## config.mk

```make
export PLATFORM = sky130hd
export DESIGN_NAME = if_id_queue
export DESIGN_NICKNAME = d
export VERILOG_FILES = /design/src/rtl/pipeline_pkg.sv /design/src/rtl/if_id_queue_mem.sv /design/src/rtl/if_id_queue.sv
export SDC_FILE = /design/constraint.sdc
export NUM_CORES = 1
export LEC_CHECK = 0
export ABC_AREA = 1
export CAP_MARGIN = 20
export CORE_MARGIN = 8
export CORE_UTILIZATION = 55
export DETAILED_ROUTE_END_ITERATION = 6
export GPL_TIMING_DRIVEN = 0
export MAX_ROUTING_LAYER = met4
export PLACE_DENSITY = 0.8
export SETUP_SLACK_MARGIN = 0.1
export SYNTH_ARGS = -nofsm -noshare
export SYNTH_HDL_FRONTEND = slang
export SYNTH_SLANG_ARGS = --single-unit
```

## constraint.sdc

```tcl
create_clock -name clk -period 5.6 [get_ports clk]
set_input_delay 1.12 -clock clk [delete_from_list [all_inputs] [get_ports clk]]
set_output_delay 1.12 -clock clk [all_outputs]
set_load 0.02 [all_outputs]
```

## src/rtl/pipeline_pkg.sv

```systemverilog
// Shared pipeline definitions: default datapath width, the NOP encoding and the IF->ID entry layout.
package pipeline_pkg;

    localparam int unsigned PIPE_XLEN = 32;
    localparam logic [PIPE_XLEN-1:0] PIPE_NOP_INSTR = 32'h0000_0000;

    typedef struct packed {
        logic [PIPE_XLEN-1:0] instr;
        logic [PIPE_XLEN-1:0] npc;
    } fetch_entry_t;

endpackage

```

## src/rtl/if_id_queue_mem.sv

```systemverilog
// Entry storage for the IF/ID queue: one synchronous write port and one asynchronous read port.
// The data array is deliberately unreset; validity is tracked by the owner's count.
module if_id_queue_mem
    import pipeline_pkg::*;
#(
    parameter int unsigned DEPTH = 4,
    parameter int unsigned W     = 2 * PIPE_XLEN
) (
    input  logic                     clk,
    input  logic                     i_we,
    input  logic [$clog2(DEPTH)-1:0] i_waddr,
    input  logic [W-1:0]             i_wdata,
    input  logic [$clog2(DEPTH)-1:0] i_raddr,
    output logic [W-1:0]             o_rdata
);

    logic [W-1:0] r_mem [DEPTH];

    always_ff @(posedge clk) begin
        if (i_we) begin
            r_mem[i_waddr] <= i_wdata;
        end
    end

    assign o_rdata = r_mem[i_raddr];

endmodule

```

## src/rtl/if_id_queue.sv

```systemverilog
// DEPTH-entry FIFO of {instruction, NPC} between IF and ID with kill and NOP substitution.
// Optional IF_ID_BYPASS_EN: an empty queue forwards the pushed entry to ID in the same cycle.
module if_id_queue
    import pipeline_pkg::*;
#(
    parameter int unsigned     XLEN      = PIPE_XLEN,
    parameter int unsigned     DEPTH     = 4,
    parameter logic [XLEN-1:0] NOP_INSTR = XLEN'(PIPE_NOP_INSTR)
) (
    input  logic                       clk,
    input  logic                       reset,
    input  logic                       push,
    input  logic [XLEN-1:0]            Instruction_F,
    input  logic [XLEN-1:0]            NPC_F,
    input  logic                       pop,
    input  logic                       kill,
    output logic [XLEN-1:0]            Instruction_D,
    output logic [XLEN-1:0]            NPC_D,
    output logic                       valid_D,
    output logic                       full,
    output logic [$clog2(DEPTH+1)-1:0] count,
    output logic                       overflow
);

    localparam int unsigned AW = $clog2(DEPTH);
    localparam int unsigned CW = $clog2(DEPTH + 1);

    logic [AW-1:0]     r_rd_ptr;
    logic [AW-1:0]     r_wr_ptr;
    logic [CW-1:0]     r_count;
    logic              r_overflow;
    logic [2*XLEN-1:0] w_rdata;
    logic              w_full;
    logic              w_empty;
    logic              w_byp;
    logic              w_valid;
    logic              w_pop_eff;
    logic              w_push_acc;
    logic              w_we;
    logic              w_rd_adv;

    assign w_full  = (r_count == CW'(DEPTH));
    assign w_empty = (r_count == '0);

`ifdef IF_ID_BYPASS_EN
    assign w_byp = w_empty && push && !kill;
`else
    assign w_byp = 1'b0;
`endif

    assign w_valid    = !w_empty || w_byp;
    assign w_pop_eff  = pop && w_valid;
    assign w_push_acc = push && !kill && (!w_full || w_pop_eff);
    // A bypassed entry consumed the same cycle never touches storage or the read pointer.
    assign w_we       = w_push_acc && !(w_byp && pop);
    assign w_rd_adv   = w_pop_eff && !w_byp;

    if_id_queue_mem #(
        .DEPTH (DEPTH),
        .W     (2 * XLEN)
    ) u_mem (
        .clk     (clk),
        .i_we    (w_we),
        .i_waddr (r_wr_ptr),
        .i_wdata ({Instruction_F, NPC_F}),
        .i_raddr (r_rd_ptr),
        .o_rdata (w_rdata)
    );

    always_ff @(posedge clk or negedge reset) begin
        if (!reset) begin
            r_rd_ptr   <= '0;
            r_wr_ptr   <= '0;
            r_count    <= '0;
            r_overflow <= 1'b0;
        end else if (kill) begin
            r_rd_ptr <= '0;
            r_wr_ptr <= '0;
            r_count  <= '0;
        end else begin
            if (w_we) begin
                r_wr_ptr <= r_wr_ptr + AW'(1);
            end
            if (w_rd_adv) begin
                r_rd_ptr <= r_rd_ptr + AW'(1);
            end
            r_count <= r_count + CW'(w_we) - CW'(w_rd_adv);
            if (push && w_full && !w_pop_eff) begin
                r_overflow <= 1'b1;
            end
        end
    end

    always_comb begin
        Instruction_D = NOP_INSTR;
        NPC_D         = '0;
        if (w_byp) begin
            Instruction_D = Instruction_F;
            NPC_D         = NPC_F;
        end else if (w_valid) begin
            Instruction_D = w_rdata[2*XLEN-1:XLEN];
            NPC_D         = w_rdata[XLEN-1:0];
        end
    end

    assign valid_D  = w_valid;
    assign full     = w_full;
    assign count    = r_count;
    assign overflow = r_overflow;

endmodule

```

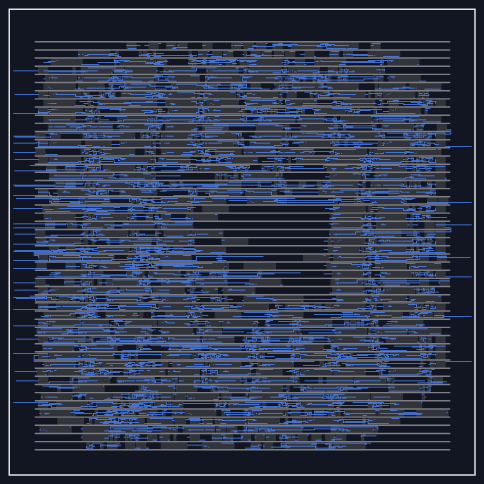
Figure 1: M1 wires.
(3 px per µm) Supply wires on this layer in grey. Cells faint in the background.
- main direction: horizontal
- wire length on this layer: 9840 µm
- longest straight run: 55.2 µm
- nets with wire on the layer: 1054
M1 GR Usage: 24.7%
via count: 7046
Routed WL: 24.4 mm

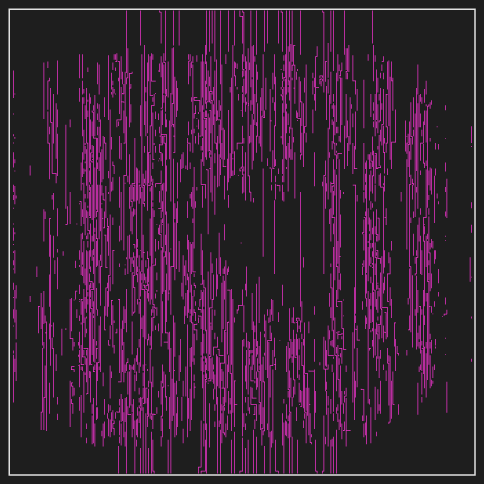
Figure 2: met2 routing.
(3 px per µm)
- share of all routed wire: 51%
- main direction: vertical
- wire length on this layer: 12400 µm
- longest straight run: 44.2 µm
M2 GR Usage: 36.0%

==> impl_metrics.toml <==
# physical design summary
[cells_and_area]
num-fill-cells = 1305
final-clk-cell-share_pct = 6.10
inverters_excl_clock = 17
largest_class = "sequential cells"
clock_buffers = 32
buf_share_pct = 14.0
nFlopsAndLatches = 264

[logic_synthesis]
yosysUniqueCellTypes = 23
yosysSeqAreaShare_pct = 74.5
yosysChipArea_mm2 = 0.0106

[worst_setup_path]
critPathArrivalTime_ns = 2.78
crit_cells = 6
crit_fanout = 10
end_kind = "output port"

[placement]
place_area_mm2 = 0.0125
post-place-cells = 1291
dp_slack_ns = 1.67

[drt]
highest_layer = "met4"
wl_met2_mm = 12.4
m1WireLength_mm = 9.84

[sta]
whs_ns = 0.485
timing.setup.tns_ns = 0
drv_slew = 0

[floorplanning]
rows = 50
io_pins = 139
taps = 260

[outcome]
status = "complete, no violations"

[clock_tree]
cts_setup_buffers = 0
cts_buffers = 26

[grt]
grt.overflow.total = 0

[power]
p_sw_mw = 2.15
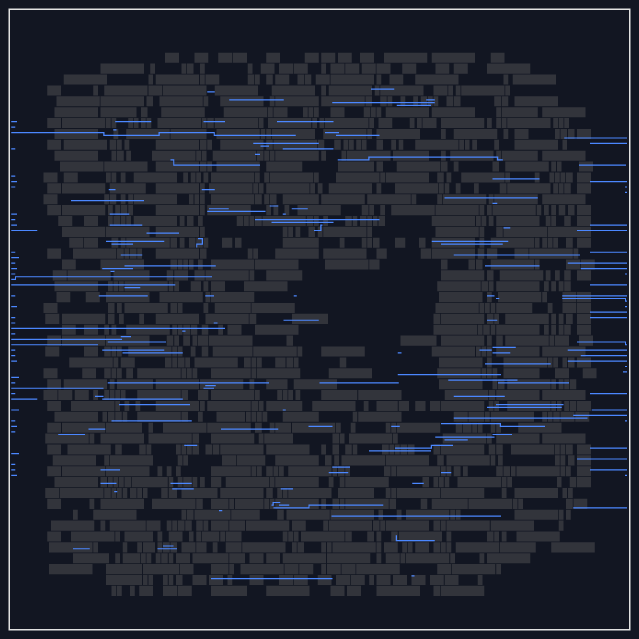
Figure 3: met3 routing.
(4 px per µm) Cells faint in the background.
- nets with wire on the layer: 148
- wire length on this layer: 1760 µm
- share of all routed wire: 7.2%
- main direction: horizontal
- longest straight run: 53.1 µm

-- power by group through the flow --
| stage | logic [mW] | clock network (mW) | registers (mW) |
|---|---|---|---|
| after floorplan | 1.27 | 0 | 2.38 |
| after global placement | 2.27 | 0 | 2.38 |
| after detailed placement | 2.33 | 0 | 2.37 |
| after CTS | 2.35 | 1.67 | 2.33 |
| after global routing | 2.51 | 1.75 | 2.34 |
| final | 2.33 | 1.65 | 2.33 |
-- logic make-up (layout without fill, tap and decap cells) --
group	count (synthesis)	in the layout	share of synthesized area, %
and+or+nand+nor	418	418	15.0
DFF	264	264	74.5
AOI/OAI and AO/OA	130	130	6.17
buffers and inverters	66	259	3.50
adders and majority gates	6	6	0.780
xor gates and xnor gates	1	1	0.0827
other	0	1	0
No activity file was given, so power comes from the tool's default toggle rates.
